===== src/rtl/bus_trace_buffer.sv =====
// Bus trace buffer: circular capture of CPU bus cycles with an address-match
// trigger, programmable post-trigger depth, and oldest-first readout.
module bus_trace_buffer #(
    parameter int DEPTH_LOG2 = 6
) (
    input  logic                  clock,
    input  logic                  RES_L,
    input  logic                  cyc_en,
    input  logic                  SYNC,
    input  logic                  RW,
    input  logic [15:0]           extAB,
    input  logic [7:0]            extDB,
    input  logic                  arm,
    input  logic [15:0]           trig_addr,
    input  logic                  trig_sync_only,
    input  logic [DEPTH_LOG2:0]   post_count,
    input  logic                  rd_en,
    output logic [25:0]           rd_data,
    output logic                  rd_valid,
    output logic [DEPTH_LOG2:0]   count,
    output logic [1:0]            state,
    output logic                  overflow
);

    localparam int DEPTH = 1 << DEPTH_LOG2;
    localparam logic [DEPTH_LOG2:0] DEPTH_C = (DEPTH_LOG2+1)'(DEPTH);

    typedef enum logic [1:0] {
        S_IDLE  = 2'b00,
        S_ARMED = 2'b01,
        S_TRIG  = 2'b10,
        S_DONE  = 2'b11
    } state_e;

    state_e                state_q, state_d;
    logic [DEPTH_LOG2-1:0] wptr_q, wptr_d;
    logic [DEPTH_LOG2-1:0] rptr_q, rptr_d;
    logic [DEPTH_LOG2-1:0] rem_q, rem_d;
    logic [DEPTH_LOG2:0]   cnt_q, cnt_d;
    logic                  ovf_q, ovf_d;
    logic [25:0]           rdat_q, rdat_d;
    logic                  rval_q, rval_d;

    logic [25:0]           mem [DEPTH];

    logic                  capture, match, rd_ok, full;
    logic [DEPTH_LOG2-1:0] post_clamp;

    // arm wins over everything else in the same clock, so it masks capture and reads
    assign capture    = cyc_en & ~arm & ((state_q == S_ARMED) | (state_q == S_TRIG));
    assign match      = capture & (state_q == S_ARMED) & (extAB == trig_addr) &
                        (~trig_sync_only | SYNC);
    assign rd_ok      = rd_en & ~arm & ((state_q == S_IDLE) | (state_q == S_DONE)) &
                        (cnt_q != '0);
    assign full       = (cnt_q == DEPTH_C);
    // clamping to DEPTH-1 keeps the trigger entry from being overwritten
    assign post_clamp = (post_count >= DEPTH_C) ? {DEPTH_LOG2{1'b1}}
                                                : post_count[DEPTH_LOG2-1:0];

    // Next-state: arm clear, capture with overwrite-oldest, trigger countdown, readout
    always_comb begin
        state_d = state_q;
        wptr_d  = wptr_q;
        rptr_d  = rptr_q;
        rem_d   = rem_q;
        cnt_d   = cnt_q;
        ovf_d   = ovf_q;
        rdat_d  = rdat_q;
        rval_d  = 1'b0;
        if (arm) begin
            wptr_d  = '0;
            rptr_d  = '0;
            cnt_d   = '0;
            ovf_d   = 1'b0;
            state_d = S_ARMED;
        end else begin
            if (capture) begin
                wptr_d = wptr_q + 1'b1;
                if (full) begin
                    rptr_d = rptr_q + 1'b1;
                    ovf_d  = 1'b1;
                end else begin
                    cnt_d = cnt_q + 1'b1;
                end
            end
            case (state_q)
                S_ARMED: if (match) begin
                    rem_d   = post_clamp;
                    state_d = (post_clamp == '0) ? S_DONE : S_TRIG;
                end
                S_TRIG: if (capture) begin
                    rem_d = rem_q - 1'b1;
                    if (rem_q <= 1) state_d = S_DONE;
                end
                default: ;
            endcase
            if (rd_ok) begin
                rdat_d = mem[rptr_q];
                rval_d = 1'b1;
                rptr_d = rptr_q + 1'b1;
                cnt_d  = cnt_q - 1'b1;
            end
        end
    end

    // Control and output registers
    always_ff @(posedge clock or negedge RES_L) begin
        if (!RES_L) begin
            state_q <= S_IDLE;
            wptr_q  <= '0;
            rptr_q  <= '0;
            rem_q   <= '0;
            cnt_q   <= '0;
            ovf_q   <= 1'b0;
            rdat_q  <= '0;
            rval_q  <= 1'b0;
        end else begin
            state_q <= state_d;
            wptr_q  <= wptr_d;
            rptr_q  <= rptr_d;
            rem_q   <= rem_d;
            cnt_q   <= cnt_d;
            ovf_q   <= ovf_d;
            rdat_q  <= rdat_d;
            rval_q  <= rval_d;
        end
    end

    // Trace RAM write port; contents need no reset since count gates every read
    always_ff @(posedge clock) begin
        if (capture) mem[wptr_q] <= {SYNC, RW, extAB, extDB};
    end

    assign rd_data  = rdat_q;
    assign rd_valid = rval_q;
    assign count    = cnt_q;
    assign state    = state_q;
    assign overflow = ovf_q;

endmodule


===== config.mk =====
export PLATFORM = sky130hd
export DESIGN_NAME = bus_trace_buffer
export DESIGN_NICKNAME = d
export VERILOG_FILES = /design/src/rtl/bus_trace_buffer.sv
export SDC_FILE = /design/constraint.sdc
export NUM_CORES = 2
export LEC_CHECK = 0
export CAP_MARGIN = 20
export CELL_PAD_IN_SITES_DETAIL_PLACEMENT = 0
export CELL_PAD_IN_SITES_GLOBAL_PLACEMENT = 1
export CORE_ASPECT_RATIO = 0.7
export CORE_MARGIN = 8
export CORE_UTILIZATION = 45
export CTS_BUF_LIST = sky130_fd_sc_hd__clkbuf_16
export CTS_CLUSTER_SIZE = 25
export DETAILED_ROUTE_END_ITERATION = 7
export GPL_TIMING_DRIVEN = 0
export PLACE_DENSITY_LB_ADDON = 0.08
export SYNTH_ARGS = -nofsm -noshare
export SYNTH_HDL_FRONTEND = slang
export SYNTH_SLANG_ARGS = --single-unit

===== constraint.sdc =====
create_clock -name clock -period 6.7 [get_ports clock]
set_input_delay 0.67 -clock clock [delete_from_list [all_inputs] [get_ports clock]]
set_output_delay 0.67 -clock clock [all_outputs]
set_load 0.05 [all_outputs]

m1.png
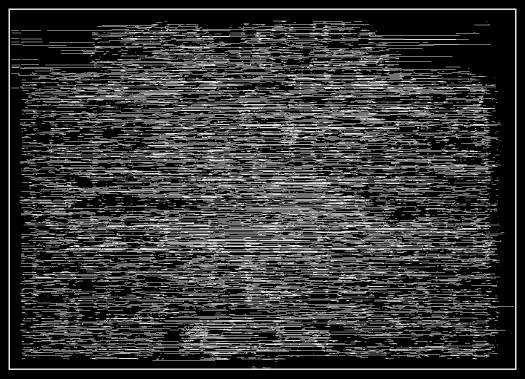
The layer holds 46% of the routed length. The layer carries 91.4 mm of wire. The longest straight run is 133 um. 3636 nets have wire on it.

m2.png
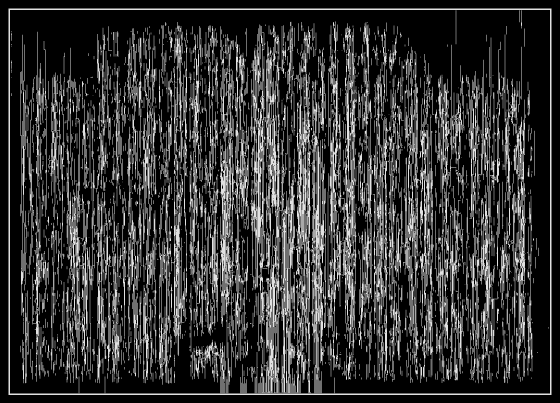
3302 nets have wire on it. The longest straight run is 150 um. The wires run mostly vertical. The layer carries 88.2 mm of wire.

m3.png
Bar = 100 um.
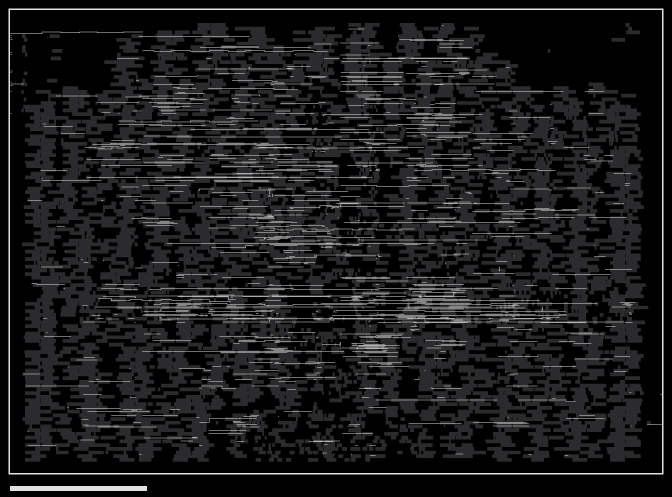
The layer carries 16100 um of wire. 417 nets have wire on it. The longest straight run is 208 um. The layer holds 8.0% of the routed length. The wires run mostly horizontal.

==> results.sh <==
# implementation run metrics
export IMPL_grt_setup_unrepaired="false"
export IMPL_nets=3731
export IMPL_met2_length_um=88200
export IMPL_gp_congestion=0.987
export IMPL_status="finished clean"
export IMPL_cts_root_buf="clkbuf_16"
export IMPL_syn_to_final_growth_pct=15.9
export IMPL_fp_row_count=118
export IMPL_finalSetupTns_ns=0
export IMPL_lay_top_count="edfxtp_1"
export IMPL_hold_depth=1
export IMPL_die_w_um=477
export IMPL_cp_startpoint="rptr_q[1]"
export IMPL_viasPerCell=6.04
export IMPL_final_cell_mix="edfxtp_1, mux2i_1, mux4_2"
export IMPL_drc=0
export IMPL_finalCritPeriodShare=0.669
export IMPL_async_flop_share=0.0320
export IMPL_syn_num_nets=3389
export IMPL_route_met3_wl_um=16100
export IMPL_hold_path_startpoint="extAB[12]"
## repair_timing
| action | CTS | global route |
|---|---|---|
| gates resized | 0 | 0 |
| endpoints found under the hold margin | 17 | 0 |
| buffers inserted | 0 | 0 |
| hold buffers | 1 | 0 |
## synth_stat cells (17+ instances only)
cell type  count  share of area
edfxtp_1    1664           0.75
mux2i_1      410          0.061
mux4_2       261          0.088
nor2_1       121         0.0068
o22ai_1      105         0.0098
buf_2         71         0.0053
nand2_1       60         0.0034
a21oi_1       58         0.0043
clkbuf_1      58         0.0033
dfrtp_1       55          0.021
o221ai_1      51         0.0067
o21ai_0       50         0.0037
nor3_1        36         0.0027
a211oi_1      34         0.0038
buf_4         27         0.0030
o21a_1        25         0.0028
o21ai_1       22         0.0016
a32oi_1       21         0.0027
xnor2_1       17         0.0022
## metal layers
layer,GRT usage,vias up
met4,0.0629,0
met2,0.356,1449
met1,0.370,18800
li1,-,14500
met5,0,-
met3,0.0503,236
## worst paths after layout
check,slack [ns],end
setup reg to reg,2.22,rd_data[24]
hold / removal,0.32,mem[46][20]
max in group asynchronous,5.69,rptr_q[4]
hold reg to reg,0.51,rd_data[23]
setup / recovery,2.22,rd_data[24]
min in group asynchronous,0.39,overflow
## report_power, final
part           switching [mW]  internal [mW]  leakage (nW)
Combinational            1.89           1.14          5.90
Clock                    4.12           5.23          2.79
Sequential             0.0183           11.8          15.7
Total                    6.03           18.2          24.4
## flip-flops by register name (all words and copies together), names as in the netlist
signal / count
mem: 1664
rd_data: 26
count: 7
rem_q: 6
rptr_q: 6
wptr_q: 6
state: 2
overflow: 1
rd_valid: 1
## cell type report
| type | count | share of cell area |
|---|---|---|
| sequential | 1719 | 0.662 |
| buffer | 186 | 0.0134 |
| clock inverter | 141 | 0.0157 |
| inverter | 11 | 0.000532 |
| multi-input combinational | 1406 | 0.193 |
| clock buffer | 167 | 0.0539 |
| tap | 1980 | 0.0319 |
| timing repair buffer | 174 | 0.0291 |
| antenna | 2 | 0.0000645 |
## worst max-delay path: stages, from the launching register on
cell	delay, ns
dfrtp_1	0.40
buf_6	0.16
nand3_1	0.24
clkbuf_1	0.80
buf_1	0.54
o22ai_1	0.24
a211oi_1	0.25
o21ai_0	0.44
a32oi_1	0.83
o21ai_1	0.35
## stage by stage
stage	worst slack, ns	utilization	power (mW)	instances
2_1_floorplan	3.34	-	13.8	3322
3_3_place_gp	0.964	0.476	15.0	5393
3_5_place_dp	2.47	0.487	15.1	5461
4_1_cts	2.46	0.524	24.3	5770
5_1_grt	2.44	0.525	24.9	5784
6_report	2.22	0.525	24.2	5786
## kinds of logic after synthesis
| family | after synthesis | share of synthesized area |
|---|---|---|
| buffers and inverters | 197 | 0.0162 |
| flip-flops | 1719 | 0.767 |
| XOR/XNOR | 27 | 0.00353 |
| AND/OR/NAND/NOR | 285 | 0.0198 |
| AND-OR/OR-AND | 403 | 0.0405 |
| adder cells (fa/ha/maj) | 12 | 0.00236 |
| multiplexers | 679 | 0.151 |
Power figures rest on the tool's default switching activity, not on a simulated workload.
